### config.mk
export PLATFORM = sky130hd
export DESIGN_NAME = aq_gemac_rx_reader
export DESIGN_NICKNAME = d
export VERILOG_FILES = /design/src/rtl/aq_gemac_rx_reader.sv
export SDC_FILE = /design/constraint.sdc
export NUM_CORES = 1
export LEC_CHECK = 0
export CAP_MARGIN = 20
export CORE_MARGIN = 2
export CORE_UTILIZATION = 35
export CTS_CLUSTER_SIZE = 40
export DETAILED_ROUTE_END_ITERATION = 10
export GPL_TIMING_DRIVEN = 0
export SETUP_SLACK_MARGIN = 0.2
export SLEW_MARGIN = 20
export SYNTH_ARGS = -nofsm -noshare
export SYNTH_HDL_FRONTEND = slang
export SYNTH_SLANG_ARGS = --single-unit
### constraint.sdc
create_clock -name clk -period 3 [get_ports clk]
set_clock_uncertainty 0.15 [all_clocks]
set_input_delay 0.3 -clock clk [delete_from_list [all_inputs] [get_ports clk]]
set_output_delay 0.3 -clock clk [all_outputs]
set_load 0.01 [all_outputs]
### src/rtl/aq_gemac_rx_reader.sv
`default_nettype none
// ============================================================================
//  Module      : aq_gemac_rx_reader
//  Description : User-side reader for the aq_gemac RX buffer. Pops complete
//                frames word by word in the system clock domain. Good frames
//                are forwarded as a framed 32-bit ready/valid stream through
//                a 2-entry skid FIFO. Frames with error status or an illegal
//                length are drained from the buffer and discarded.
//  Optional    : AQ_GEMAC_RX_READER_STATS_EN
//                  defined   -> frame_cnt_o / drop_cnt_o are saturating
//                               16-bit counters
//                  undefined -> both counters tied to zero, no registers
//  Ports       : clk, rst_n         clock, asynchronous active-low reset
//                rx_buff_re_o       pop one word from the RX buffer
//                rx_buff_data_i     pop data, valid the cycle after RE
//                rx_buff_empty_i    no word available
//                rx_buff_valid_i    head-frame header valid
//                rx_buff_length_i   head-frame length in bytes
//                rx_buff_status_i   head-frame status
//                out_data_o         stream data, byte 0 in [7:0]
//                out_valid_o        stream word valid
//                out_ready_i        sink accepts on valid & ready
//                out_start_o        first word of frame
//                out_end_o          last word of frame
//                out_bytes_o        valid bytes on END word (0 = 4)
//                frame_cnt_o        good frames forwarded (saturating)
//                drop_cnt_o         frames dropped (saturating)
//  Revision    : 1.0 - initial release
// ============================================================================
module aq_gemac_rx_reader #(
  parameter logic [15:0] DROP_MASK = 16'h00FF,
  parameter logic [15:0] MAX_LEN   = 16'd1522,
  parameter logic [15:0] MIN_LEN   = 16'd1
) (
  input  logic        clk,
  input  logic        rst_n,
  output logic        rx_buff_re_o,
  input  logic [31:0] rx_buff_data_i,
  input  logic        rx_buff_empty_i,
  input  logic        rx_buff_valid_i,
  input  logic [15:0] rx_buff_length_i,
  input  logic [15:0] rx_buff_status_i,
  output logic [31:0] out_data_o,
  output logic        out_valid_o,
  input  logic        out_ready_i,
  output logic        out_start_o,
  output logic        out_end_o,
  output logic [1:0]  out_bytes_o,
  output logic [15:0] frame_cnt_o,
  output logic [15:0] drop_cnt_o
);

  typedef enum logic [2:0] {
    ST_IDLE = 3'd0,
    ST_HEAD = 3'd1,
    ST_READ = 3'd2,
    ST_WAIT = 3'd3,
    ST_DROP = 3'd4
  } state_t;

  state_t      state_q, state_d;
  logic [15:0] remain_q, remain_d;     // words still to pop for this frame
  logic [1:0]  bytes_q, bytes_d;       // LENGTH[1:0] of the current frame
  logic        first_q, first_d;       // next READ pop is the frame's first word

  // Pop issued last cycle in READ; its data lands on rx_buff_data_i now.
  logic        pend_q, pend_d;
  logic        pend_start_q, pend_start_d;
  logic        pend_end_q, pend_end_d;

  // Skid FIFO storage: data plus {start, end, bytes}.
  logic [31:0] fifo_data_q [2];
  logic [3:0]  fifo_ctl_q  [2];
  logic        wr_ptr_q;
  logic        rd_ptr_q;
  logic [1:0]  cnt_q;

  logic [15:0] w_nwords;
  logic        w_drop;
  logic        w_push;
  logic        w_pop;
  logic [2:0]  w_occ;
  logic        w_room;
  logic        w_re;
  logic        w_frame_inc;
  logic        w_drop_inc;

  // --------------------------------------------------------------------------
  // Header decode
  // --------------------------------------------------------------------------
  // A zero-length frame still occupies one buffer word.
  assign w_nwords = (rx_buff_length_i == 16'd0) ? 16'd1
                                                : ((rx_buff_length_i + 16'd3) >> 2);

  assign w_drop = (|(rx_buff_status_i & DROP_MASK))
                | (rx_buff_length_i < MIN_LEN)
                | (rx_buff_length_i > MAX_LEN);

  // --------------------------------------------------------------------------
  // FIFO flow control
  // --------------------------------------------------------------------------
  assign out_valid_o = (cnt_q != 2'd0);
  assign w_pop       = out_valid_o & out_ready_i;
  assign w_push      = pend_q;

  // Occupancy counts the word already in flight. A pop in this same cycle
  // frees a slot, which is what lets the reader sustain one word per cycle
  // instead of stalling every third cycle when the FIFO sits at one entry.
  assign w_occ  = {1'b0, cnt_q} + {2'b00, pend_q};
  assign w_room = (w_occ < (3'd2 + {2'b00, w_pop}));

  assign rx_buff_re_o = w_re;

  // --------------------------------------------------------------------------
  // FSM: state register
  // --------------------------------------------------------------------------
  always_ff @(posedge clk or negedge rst_n) begin
    if (!rst_n) begin
      state_q      <= ST_IDLE;
      remain_q     <= 16'd0;
      bytes_q      <= 2'b00;
      first_q      <= 1'b0;
      pend_q       <= 1'b0;
      pend_start_q <= 1'b0;
      pend_end_q   <= 1'b0;
    end else begin
      state_q      <= state_d;
      remain_q     <= remain_d;
      bytes_q      <= bytes_d;
      first_q      <= first_d;
      pend_q       <= pend_d;
      pend_start_q <= pend_start_d;
      pend_end_q   <= pend_end_d;
    end
  end

  // --------------------------------------------------------------------------
  // FSM: next state and outputs
  // --------------------------------------------------------------------------
  always_comb begin
    state_d      = state_q;
    remain_d     = remain_q;
    bytes_d      = bytes_q;
    first_d      = first_q;
    pend_d       = 1'b0;
    pend_start_d = 1'b0;
    pend_end_d   = 1'b0;
    w_re         = 1'b0;
    w_frame_inc  = 1'b0;
    w_drop_inc   = 1'b0;

    case (state_q)
      ST_IDLE: begin
        if (rx_buff_valid_i) begin
          state_d = ST_HEAD;
        end
      end

      ST_HEAD: begin
        remain_d = w_nwords;
        bytes_d  = rx_buff_length_i[1:0];
        first_d  = 1'b1;
        state_d  = w_drop ? ST_DROP : ST_READ;
      end

      ST_READ: begin
        if (!rx_buff_empty_i && w_room) begin
          w_re         = 1'b1;
          pend_d       = 1'b1;
          pend_start_d = first_q;
          pend_end_d   = (remain_q == 16'd1);
          first_d      = 1'b0;
          remain_d     = remain_q - 16'd1;
          if (remain_q == 16'd1) begin
            state_d = ST_WAIT;
          end
        end
      end

      // Entered straight after the last pop, so the pending word here is
      // always the frame's END word being written into the FIFO.
      ST_WAIT: begin
        if (pend_q) begin
          w_frame_inc = 1'b1;
          state_d     = ST_IDLE;
        end
      end

      ST_DROP: begin
        if (!rx_buff_empty_i) begin
          w_re     = 1'b1;
          remain_d = remain_q - 16'd1;
          if (remain_q == 16'd1) begin
            w_drop_inc = 1'b1;
            state_d    = ST_IDLE;
          end
        end
      end

      default: begin
        state_d = ST_IDLE;
      end
    endcase
  end

  // --------------------------------------------------------------------------
  // Skid FIFO
  // --------------------------------------------------------------------------
  always_ff @(posedge clk or negedge rst_n) begin
    if (!rst_n) begin
      for (int i = 0; i < 2; i++) begin
        fifo_data_q[i] <= 32'd0;
        fifo_ctl_q[i]  <= 4'd0;
      end
      wr_ptr_q <= 1'b0;
      rd_ptr_q <= 1'b0;
      cnt_q    <= 2'd0;
    end else begin
      if (w_push) begin
        fifo_data_q[wr_ptr_q] <= rx_buff_data_i;
        fifo_ctl_q[wr_ptr_q]  <= {pend_start_q, pend_end_q,
                                  (pend_end_q ? bytes_q : 2'b00)};
        wr_ptr_q              <= ~wr_ptr_q;
      end
      if (w_pop) begin
        rd_ptr_q <= ~rd_ptr_q;
      end
      case ({w_push, w_pop})
        2'b10:   cnt_q <= cnt_q + 2'd1;
        2'b01:   cnt_q <= cnt_q - 2'd1;
        default: cnt_q <= cnt_q;
      endcase
    end
  end

  assign out_data_o = fifo_data_q[rd_ptr_q];
  assign {out_start_o, out_end_o, out_bytes_o} = fifo_ctl_q[rd_ptr_q];

  // --------------------------------------------------------------------------
  // Statistics
  // --------------------------------------------------------------------------
`ifdef AQ_GEMAC_RX_READER_STATS_EN
  logic [15:0] frame_cnt_q;
  logic [15:0] drop_cnt_q;

  always_ff @(posedge clk or negedge rst_n) begin
    if (!rst_n) begin
      frame_cnt_q <= 16'd0;
      drop_cnt_q  <= 16'd0;
    end else begin
      if (w_frame_inc && (frame_cnt_q != 16'hFFFF)) begin
        frame_cnt_q <= frame_cnt_q + 16'd1;
      end
      if (w_drop_inc && (drop_cnt_q != 16'hFFFF)) begin
        drop_cnt_q <= drop_cnt_q + 16'd1;
      end
    end
  end

  assign frame_cnt_o = frame_cnt_q;
  assign drop_cnt_o  = drop_cnt_q;
`else
  logic w_unused_stats;
  assign w_unused_stats = w_frame_inc | w_drop_inc;
  assign frame_cnt_o    = 16'h0000;
  assign drop_cnt_o     = 16'h0000;
`endif

endmodule
`default_nettype wire

### Routed clock nets over the placement

Scale: 4 px per micron.
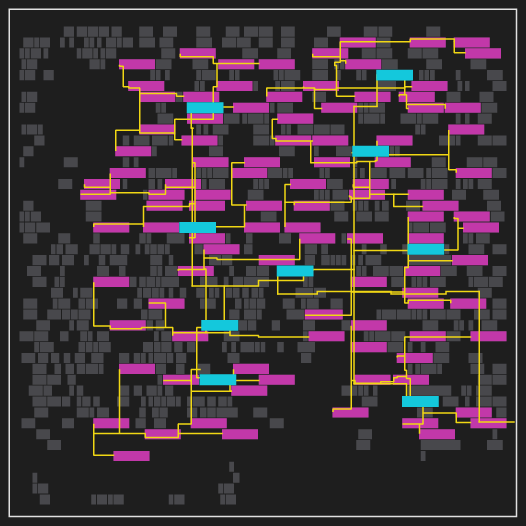
- clock wires: yellow (length 1320 microns)
- flip-flops: magenta (count 101)
- clock-net drivers: cyan (count 9)
- routed clock nets: 10
- flops lie: all over the die
Clock group: 0.00128 W
Worst-Skew Late Latency: 0.35 ns
clock share of power: 0.273

### A small window of the routed layout

Region (51, 51) to (76, 76) microns. Cells in gray, sequential cells in the stronger gray; small squares are vias.
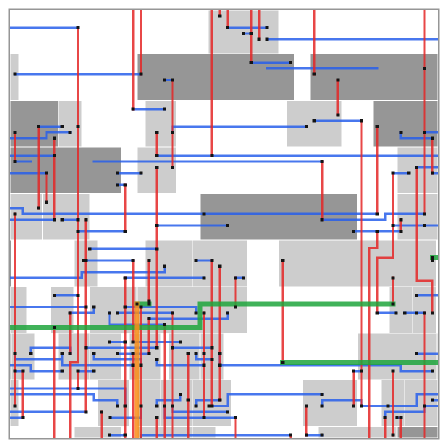
- M4: orange
- M2: red
- M3: green
- M1: blue
- most frequent: nor2_1 (4), dfrtp_1 (4)
- cells with their middle in the window: 36
- sequential cells in the window: 4

### Placement density heat map

Scale: 2 px per micron. The die is cut into 13 by 13 equal tiles; black is low, pale yellow is high, 0 to 100% covered.
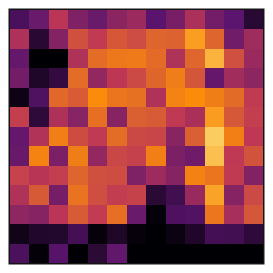
- nearly empty tiles: 8.9%
- densest ninth of the die: middle right
- fullest tile: 89%
- emptiest ninth of the die: bottom center
- mean over tiles: 42%
Init Core Util: 0.360
Core ar.: 14600 sq um
Util after Layout: 0.477

### Clock wiring as the flow saved it

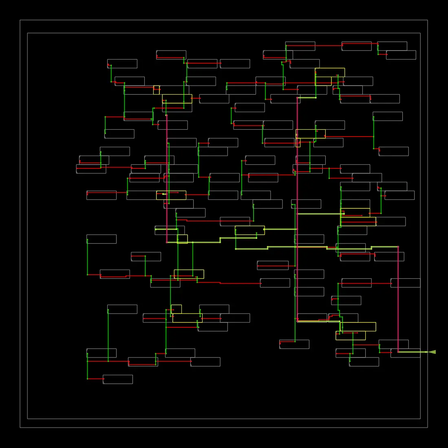
Num CTS Buffers: 9
clock sinks: 101
Seq Cell Count: 101

==> cells by family after synthesis <==
kind of cell    share of synthesized area
xor+xnor                           0.0317
buf+inv                            0.0701
fa+ha+maj                          0.0119
compound gates                     0.0806
simple gates                        0.164
mux                                 0.160
flops                               0.482
other cells                      0.000715
==> area by class of cell <==
class / instances / share of cell area
inverters: 13 / 0.00701
clock buffers: 11 / 0.0349
clock inverters: 5 / 0.0119
flip-flops and latches: 101 / 0.363
multi-input cells: 389 / 0.356
well taps: 184 / 0.0331
plain buffers: 53 / 0.0465
repair buffers: 102 / 0.148
==> routing by layer <==
metal / track usage / vias up / part of all wire
li1: - / 2037 / -
met1: 0.208 / 1960 / 0.45
met2: 0.256 / 130 / 0.47
met3: 0.0291 / 17 / 0.065
met4: 0.0549 / 0 / 0.018
met5: 0 / - / 0
==> path summary, 6_finish.rpt <==
| kind | start | to | slack (ns) | cells after the start |
|---|---|---|---|---|
| max in group asynchronous | rst_n | state_q[2] | 1.77 | 3 |
| worst min-delay path | rx_buff_length_i[9] | remain_q[7] | 0.26 | 3 |
| worst max-delay path | cnt_q[0] | remain_q[11] | 0.29 | 8 |
| worst min register to register | fifo_data_q[54] | fifo_data_q[54] | 0.32 | 2 |
| min in group asynchronous | rst_n | fifo_data_q[7] | 0.30 | 2 |
| worst max register to register | cnt_q[0] | remain_q[11] | 0.29 | 8 |
==> cells in the mapped netlist (all sizes together), types with 2 or more instances <==
cell type,instances
a211oi,2
a21o,3
a21oi,6
a22o,4
a31oi,3
buf,32
clkbuf,21
dfrtp,101
ha,5
inv,13
mux2,74
nand2,123
nand2b,5
nand3,6
nand4,4
nor2,23
nor2b,2
nor3,9
nor4,8
o211ai,7
o21a,3
o21ai,22
o22a,2
o22ai,3
or2,2
or3,6
or4,3
xnor2,12
xor2,7
==> power by group through the flow <==
stage	Sequential [W]	Combinational, W	Clock [W]
after floorplan	0.00167	0.00107	0
after global placement	0.00170	0.00166	0
after detailed placement	0.00171	0.00169	0
after CTS	0.00168	0.00170	0.00130
after global routing	0.00171	0.00188	0.00137
final	0.00169	0.00171	0.00128
==> per-stage QoR <==
stage	total power (W)	hold WS [ns]	instance area [sq um]	setup TNS [ns]
floorplan	0.00274	-0.146	5360	0
global placement	0.00336	0.303	6570	-227.33
detailed placement	0.00340	0.105	6590	0
CTS	0.00469	0.260	6950	0
global route	0.00496	0.339	6960	0
finish	0.00467	0.262	6960	0
==> registers in the layout (all words and copies together) (netlist names) <==
register,count
cnt_q,2
pend_q,1
rd_ptr_q,1
pend_end_q,1
fifo_data_q,64
remain_q,16
wr_ptr_q,1
fifo_ctl_q,8
pend_start_q,1
state_q,3
first_q,1
bytes_q,2
==> worst max-delay path, stage by stage, from the launching register on <==
cell and delay (ns):
dfrtp_2 0.44, ha_1 0.19, ha_1 0.28, o21ai_2 0.08, or3b_1 0.37, a211o_4 0.36
buf_4 0.16, or4_1 0.49, o211ai_1 0.10
==> timing repair <==
item / 4_1_cts / 5_1_grt
hold endpoints to repair: 44 / 0
hold buffers: 1 / 0
setup buffers: 1 / 2
pin swaps: 0 / 1
resized: 7 / 2
endpoints found under the setup margin: 30 / 1
==> impl_metrics.ini <==
; implementation run metrics
[synth]
synth.cell_area_sq_um = 5250
synth_warnings = 0
netlist_instances = 525
async_flop_share = 1.00
ys_chip_area_sq_um = 5250
yosys.area.top_type = dfrtp_1
ff_type = dfrtp_1
top_cells_by_area = dfrtp_1 48%, mux2_2 16%, nand2_1 8.8%, buf_4 4.6%, xnor2_1 2.0%
avgSynthCellArea_sq_um = 10.0
edf_count = 0
ys_types = 47
ys_cells = 525
yosys_register_bits = 101
yosysSeqAreaShare = 0.482
synth_top_area_share = 0.482

[cts]
cts_tree = built
clkTransAtPathRegs_ns = 0.06
clockBufferDepth = 2
clock_tree.root_cell = clkbuf_16
htreeDepth = 3

[final_layout]
regArea_sq_um = 2530
final_cell_mix = 123 x nand2_1, 100 x dfrtp_1, 95 x clkdlybuf4s50_1
antenna_cells = 0
fillers = 1344
area_growth_pct = 32.7
combGateArea_sq_um = 2480
final_nets = 743
layout-drive-gt1-share = 0.205
stdcell_count = 858
layout.cells.most_common = nand2_1

[sta]
fin_ws_ns = 0.288
timing.final.crit_period_ns = 2.71
worst_pin_slew_ns = 0.839
max_slew_margin = 0.441
finalSetupViolations = 0
hold_violations = 0
grt_setup_unrepaired = no
finalClockPeriodUsage = 0.904
max_clock_freq_mhz = 369
slew_viol_final = 0

[global_route]
grt_pass1_wl_microns = 20200
grt_max_degree = 58
track_usage = 0.156
grt_pass1_vias = 4080
overflow = 0
antenna_found_initial = 0

[worst_setup_path]
worst-path-max-fanout = 5
cp-start-kind = register
crit_required_ns = 3.11
critPathArrivalTime_ns = 2.83
critPathKind = register to register
endpoint_kind = register

[detailed_routing]
via_per_inst = 4.83
drc = 0
postRouteAntennaNets = 0
num_vias = 4144
totalWireLength_microns = 12200
drt_iter0_drc = 210
drt-pass1-iter-count = 4
wl_per_cell_microns = 14.2

[floorplan]
die_h_microns = 126
dieArea_sq_um = 16000
pin_count = 139
num_rows = 44
die_w_microns = 126

[hold_path]
hold_class = input pin to register

[outcome]
run_status = finished clean

[pwr]
p_int_w = 0.00316
netSwitchingPower_w = 0.00151
p_seq_frac = 0.361
leakagePower_nw = 2.99
peakVddDrop_uv = 330
powerDensity_nw_per_um2 = 671
p_comb_frac = 0.365
netSwitchingFraction = 0.323

[placed_design]
gp_congestion = 0.861
dpl_worst_slack_ns = 0.167
io_buffers = 97
dp_hpwl_microns = 8780
dp.cells = 838

[run]
maxCapViolations = 0
warning_count = 36
Power and IR drop assume default switching activity.
